### src/rtl/traffic_intersection_ctrl.sv
`default_nettype none
// +--------------------------------------------------------------------------+
// | Module      : traffic_intersection_ctrl                                  |
// | Description : N-approach green/yellow/all-red sequencer with pedestrian  |
// |               WALK service, enable pause and flashing-red fail-safe.     |
// | Revision    : 1.0 - initial release                                      |
// +--------------------------------------------------------------------------+
module traffic_intersection_ctrl #(
   parameter int N_APPROACH   = 2,
   parameter int GREEN_TICKS  = 8,
   parameter int YELLOW_TICKS = 3,
   parameter int ALLRED_TICKS = 2,
   parameter int WALK_TICKS   = 4,
   parameter int FLASH_HALF   = 2
) (
   input  logic                          clk,
   input  logic                          reset,
   input  logic                          enable,
   input  logic                          flash,
   input  logic [N_APPROACH-1:0]         ped_req,
   output logic [N_APPROACH-1:0]         red,
   output logic [N_APPROACH-1:0]         yellow,
   output logic [N_APPROACH-1:0]         green,
   output logic [N_APPROACH-1:0]         walk,
   output logic [$clog2(N_APPROACH)-1:0] phase
);

   localparam int c_PW       = $clog2(N_APPROACH);
   localparam int c_MAX_GY   = (GREEN_TICKS > YELLOW_TICKS) ? GREEN_TICKS : YELLOW_TICKS;
   localparam int c_MAX_AF   = (ALLRED_TICKS > FLASH_HALF) ? ALLRED_TICKS : FLASH_HALF;
   localparam int c_MAX_TICK = (c_MAX_GY > c_MAX_AF) ? c_MAX_GY : c_MAX_AF;
   localparam int c_TW       = $clog2(c_MAX_TICK) + 1;

   localparam logic [c_TW-1:0]       c_GREEN_LD  = c_TW'(GREEN_TICKS - 1);
   localparam logic [c_TW-1:0]       c_YELLOW_LD = c_TW'(YELLOW_TICKS - 1);
   localparam logic [c_TW-1:0]       c_ALLRED_LD = c_TW'(ALLRED_TICKS - 1);
   localparam logic [c_TW-1:0]       c_FLASH_LD  = c_TW'(FLASH_HALF - 1);
   localparam logic [c_TW-1:0]       c_WALK_END  = c_TW'(GREEN_TICKS - WALK_TICKS);
   localparam logic [c_PW-1:0]       c_LAST      = c_PW'(N_APPROACH - 1);
   localparam logic [N_APPROACH-1:0] c_ONE       = N_APPROACH'(1);

   typedef enum logic [1:0] {
      S_ALLRED = 2'd0,
      S_GREEN  = 2'd1,
      S_YELLOW = 2'd2,
      S_FLASH  = 2'd3
   } state_t;

   state_t                r_state,  w_state_n;
   logic [c_PW-1:0]       r_cur,    w_cur_n,   w_cur_inc;
   logic [c_TW-1:0]       r_timer,  w_timer_n, w_timer_dec;
   logic [N_APPROACH-1:0] r_latch,  w_latch_n;
   logic [N_APPROACH-1:0] r_red,    w_red_n,   w_flash_red;
   logic [N_APPROACH-1:0] r_yellow, w_yellow_n;
   logic [N_APPROACH-1:0] r_green,  w_green_n;
   logic [N_APPROACH-1:0] r_walk,   w_walk_n;
   logic [N_APPROACH-1:0] w_inc_oh, w_cur_oh;

   assign w_cur_inc   = (r_cur == c_LAST) ? '0 : r_cur + 1'b1;
   assign w_inc_oh    = c_ONE << w_cur_inc;
   assign w_timer_dec = r_timer - 1'b1;

   // Next-state: flash overrides everything, otherwise advance only when enabled.
   always_comb begin
      w_state_n   = r_state;
      w_cur_n     = r_cur;
      w_timer_n   = r_timer;
      w_walk_n    = r_walk;
      w_flash_red = r_red;
      w_latch_n   = r_latch | ped_req;
      if (flash) begin
         w_state_n = S_FLASH;
         w_walk_n  = '0;
         if (r_state != S_FLASH) begin
            w_timer_n   = c_FLASH_LD;
            w_flash_red = '1;
         end else if (r_timer == '0) begin
            w_timer_n   = c_FLASH_LD;
            w_flash_red = ~r_red;
         end else begin
            w_timer_n = w_timer_dec;
         end
      end else if (r_state == S_FLASH) begin
         w_state_n = S_ALLRED;
         w_timer_n = c_ALLRED_LD;
         w_walk_n  = '0;
      end else if (enable) begin
         if (r_timer != '0) begin
            w_timer_n = w_timer_dec;
            if (r_state == S_GREEN && w_timer_dec < c_WALK_END)
               w_walk_n = '0;
         end else begin
            case (r_state)
               S_ALLRED: begin
                  w_state_n = S_GREEN;
                  w_cur_n   = w_cur_inc;
                  w_timer_n = c_GREEN_LD;
                  // A request landing on this same edge survives for the next green.
                  w_walk_n  = w_inc_oh & r_latch;
                  w_latch_n = (r_latch & ~w_inc_oh) | ped_req;
               end
               S_GREEN: begin
                  w_state_n = S_YELLOW;
                  w_timer_n = c_YELLOW_LD;
                  w_walk_n  = '0;
               end
               default: begin
                  w_state_n = S_ALLRED;
                  w_timer_n = c_ALLRED_LD;
                  w_walk_n  = '0;
               end
            endcase
         end
      end
   end

   always_comb begin
      w_cur_oh   = c_ONE << w_cur_n;
      w_green_n  = (w_state_n == S_GREEN)  ? w_cur_oh : '0;
      w_yellow_n = (w_state_n == S_YELLOW) ? w_cur_oh : '0;
      w_red_n    = (w_state_n == S_FLASH)  ? w_flash_red : ~(w_green_n | w_yellow_n);
   end

   always_ff @(posedge clk or negedge reset) begin
      if (!reset) begin
         r_state  <= S_ALLRED;
         r_cur    <= c_LAST;
         r_timer  <= c_ALLRED_LD;
         r_latch  <= '0;
         r_red    <= '1;
         r_yellow <= '0;
         r_green  <= '0;
         r_walk   <= '0;
      end else begin
         r_state  <= w_state_n;
         r_cur    <= w_cur_n;
         r_timer  <= w_timer_n;
         r_latch  <= w_latch_n;
         r_red    <= w_red_n;
         r_yellow <= w_yellow_n;
         r_green  <= w_green_n;
         r_walk   <= w_walk_n;
      end
   end

   assign red    = r_red;
   assign yellow = r_yellow;
   assign green  = r_green;
   assign walk   = r_walk;
   assign phase  = r_cur;

endmodule
`default_nettype wire

### config.mk
export PLATFORM = sky130hd
export DESIGN_NAME = traffic_intersection_ctrl
export DESIGN_NICKNAME = d
export VERILOG_FILES = /design/src/rtl/traffic_intersection_ctrl.sv
export SDC_FILE = /design/constraint.sdc
export NUM_CORES = 1
export LEC_CHECK = 0
export ABC_AREA = 0
export CORE_ASPECT_RATIO = 1.5
export CORE_MARGIN = 2
export CORE_UTILIZATION = 45
export DETAILED_ROUTE_END_ITERATION = 12
export GPL_ROUTABILITY_DRIVEN = 0
export PLACE_DENSITY = 0.67
export SLEW_MARGIN = 20
export SYNTH_ARGS = -nofsm -noshare
export SYNTH_HDL_FRONTEND = slang
export SYNTH_SLANG_ARGS = --single-unit
### constraint.sdc
create_clock -name clk -period 2.3 [get_ports clk]
set_clock_uncertainty 0.15 [all_clocks]
set_input_delay 0.46 -clock clk [delete_from_list [all_inputs] [get_ports clk]]
set_output_delay 0.46 -clock clk [all_outputs]
set_load 0.005 [all_outputs]
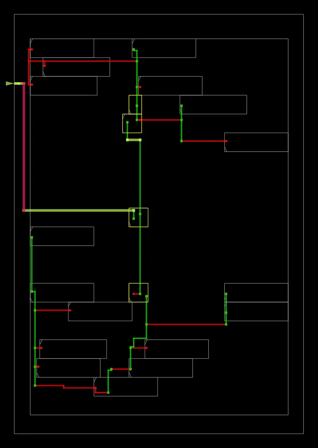
*The clock network, run 1*
Latency at later pin: 0.29 ns
clock buffers: 3

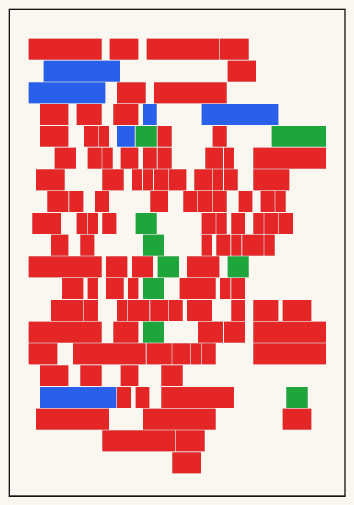
*Sizing map, run 1*
(8 px per um)
[x2] blue | cells: 6
[x3 and x4] green | cells: 9
[x1 and smaller] red | cells: 107

==> results_dict.tcl, run 1 <==
# implementation run metrics
set metrics [dict create \
    path_cells "clkdlybuf4s50_1" \
    comb_power_share_pct 39.1 \
    synth_flops 17 \
    hold_slack_ns 0.3380 \
    rsz0062_at_grt "no" \
    synthTopCellsByArea "dfrtp_1 (34%), dfstp_2 (11%), nor3_1 (4.7%)" \
    cts_max_level 1 \
    flop_cell "dfrtp_1" \
    required_ns 1.69 \
    ys_types 32 \
    placed_area_um2 1131 \
    ant_nets 0 \
    critPathLaunchType "register" \
    top_register "r_timer" \
    ctsHoldBuffers 0 \
    nonClkBufAreaFrac_pct 15.33 \
    p_sw_uw 359.1 \
    placedCellCount 140 \
    cts_buffer_depth 2 \
    die_h_um 60.67 \
    critical_path_buf_inv_count 1 \
    wl_met1_um 813 \
    post-route-min-period_ns 2.062 \
    mux_share_pct 1.169 \
    grt_util_met1_pct 19.89 \
    cp_top_family "flip-flops" \
    seq_cells 17 \
    async_reset_ff_share_pct 100.0 \
    netlist_area_um2 963.4 \
    nNonClkInverters 4 \
    grt_use_total_pct 17.80 \
    finish.utilization_pct 57.16 \
    status "completed" \
    finalSetupViolCount 0 \
    final-comb-area_um2 480.5 \
    grt_pass1_wl_um 3387 \
    dieArea_um2 2535 \
    edf_count 0 \
    drt_iter0_drc 29 \
    drcViolationCount 0 \
    p_sw_share_pct 36.57 \
]
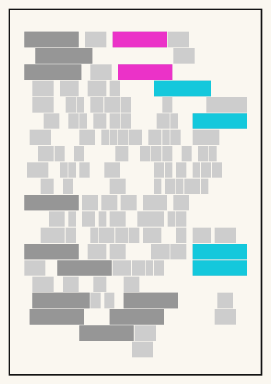
*Sequential cells grouped by signal name, run 1*
(6 px per um) Other sequential cells in the stronger grey, the rest of the logic in the fainter grey.
[green] magenta | placed flops: 2
[r_timer] cyan | placed flops: 4

### Wires at chosen ports, followed through buffers, run 1

(6 px per um)
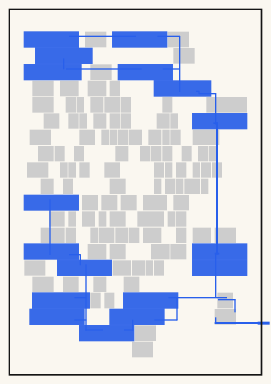

--- run 2 (diff from run 1) ---
--- a/config.mk
+++ b/config.mk
@@ -9,9 +9,11 @@
 export CORE_ASPECT_RATIO = 1.5
 export CORE_MARGIN = 2
 export CORE_UTILIZATION = 45
+export CTS_BUF_LIST = sky130_fd_sc_hd__clkbuf_16
 export DETAILED_ROUTE_END_ITERATION = 12
 export GPL_ROUTABILITY_DRIVEN = 0
-export PLACE_DENSITY = 0.67
+export PLACE_DENSITY = 0.69
+export SETUP_SLACK_MARGIN = 0.1
 export SLEW_MARGIN = 20
 export SYNTH_ARGS = -nofsm -noshare
 export SYNTH_HDL_FRONTEND = slang
==> constraint.sdc (replaced) <==
create_clock -name clk -period 1.8 [get_ports clk]
set_clock_uncertainty 0.15 [all_clocks]
set_input_delay 0.36 -clock clk [delete_from_list [all_inputs] [get_ports clk]]
set_output_delay 0.36 -clock clk [all_outputs]
set_load 0.005 [all_outputs]
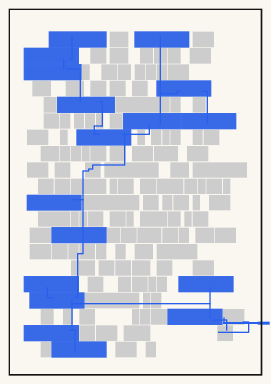
*Wires at chosen ports, followed through buffers, run 2*
(6 px per um)
[reset] blue | direction: input | edge: right | end cells: 17 | wire: 149 um

==> results_dict.tcl, run 2 <==
# implementation run metrics
set metrics [dict create \
    status "finished, violations left" \
    failed_checks "negative setup slack" \
    seq_area_share_pct 29.81 \
    ff2ff_path_depth 6 \
    nonClkBufAreaFrac_pct 22.36 \
    worst_slack_ns -0.03717 \
    p_sw_uw 602.3 \
    drive_gt1_share_pct 35.46 \
    wl_met1_um 1020 \
    comb_area_share_pct 39.43 \
    fin_crit_sh_pct 102.1 \
    grt_pass1_wl_um 4153 \
    drt_iter0_drc 32 \
    rrSetupSlack_ns -0.04 \
    r2r_start "r_timer[0]" \
    flop_cell "dfrtp_1" \
    path_cells "inv_2, ha_4, and4bb_2, nor2_4, o21a_1, mux2_4" \
    yosys_area_um2 963.4 \
    wl_met2_um 1537 \
    cp_top_family "flip-flops" \
    nClkBuffers 3 \
    critPathLaunchType "register" \
    rows 20 \
    ys_types 32 \
    largestPowerGroup "combinational cells" \
    async_reset_ff_share_pct 100.0 \
    seq_cell_power_uw 533 \
    placed_area_um2 1252 \
    power.density_nw_per_um2 1224 \
    cts_max_level 1 \
    p_sw_share_pct 34.07 \
    placedCellCount 153 \
    synthTopCellsByArea "dfrtp_1 (34%), dfstp_2 (11%), nor3_1 (4.7%)" \
    netlist_area_um2 963.4 \
    top_cell "dfrtp_1" \
    hold_viol 0 \
    finalSetupViolCount 1 \
    seq_cells 17 \
    required_ns 1.78 \
    rsz0062_at_grt "yes" \
    ctsHoldBuffers 0 \
    ant_nets 0 \
    finish.utilization_pct 71.23 \
    cts_buffer_depth 2 \
    drcViolationCount 0 \
    io_buffers 14 \
    hold_slack_ns 0.2908 \
    top_register "r_timer" \
    synth_area_leader_cell "dfrtp_1" \
    busiest_layer "met2" \
    nNonClkInverters 4 \
    synth_flops 17 \
    comb_power_share_pct 45.0 \
    yosysSeqAreaShare_pct 44.68 \
    die_h_um 60.67 \
    grt_max_degree 18 \
    post-route-min-period_ns 1.837 \
    mux_share_pct 1.169 \
    edf_count 0 \
    final_area_um2 1444 \
    worstMarginPinSlew_ns 0.3235 \
    final-comb-area_um2 569.3 \
    grt_use_total_pct 22.64 \
    clock_latency_ns 0.25 \
    dieArea_um2 2535 \
    r2r_end "walk[1]" \
    critical_path_buf_inv_count 1 \
]
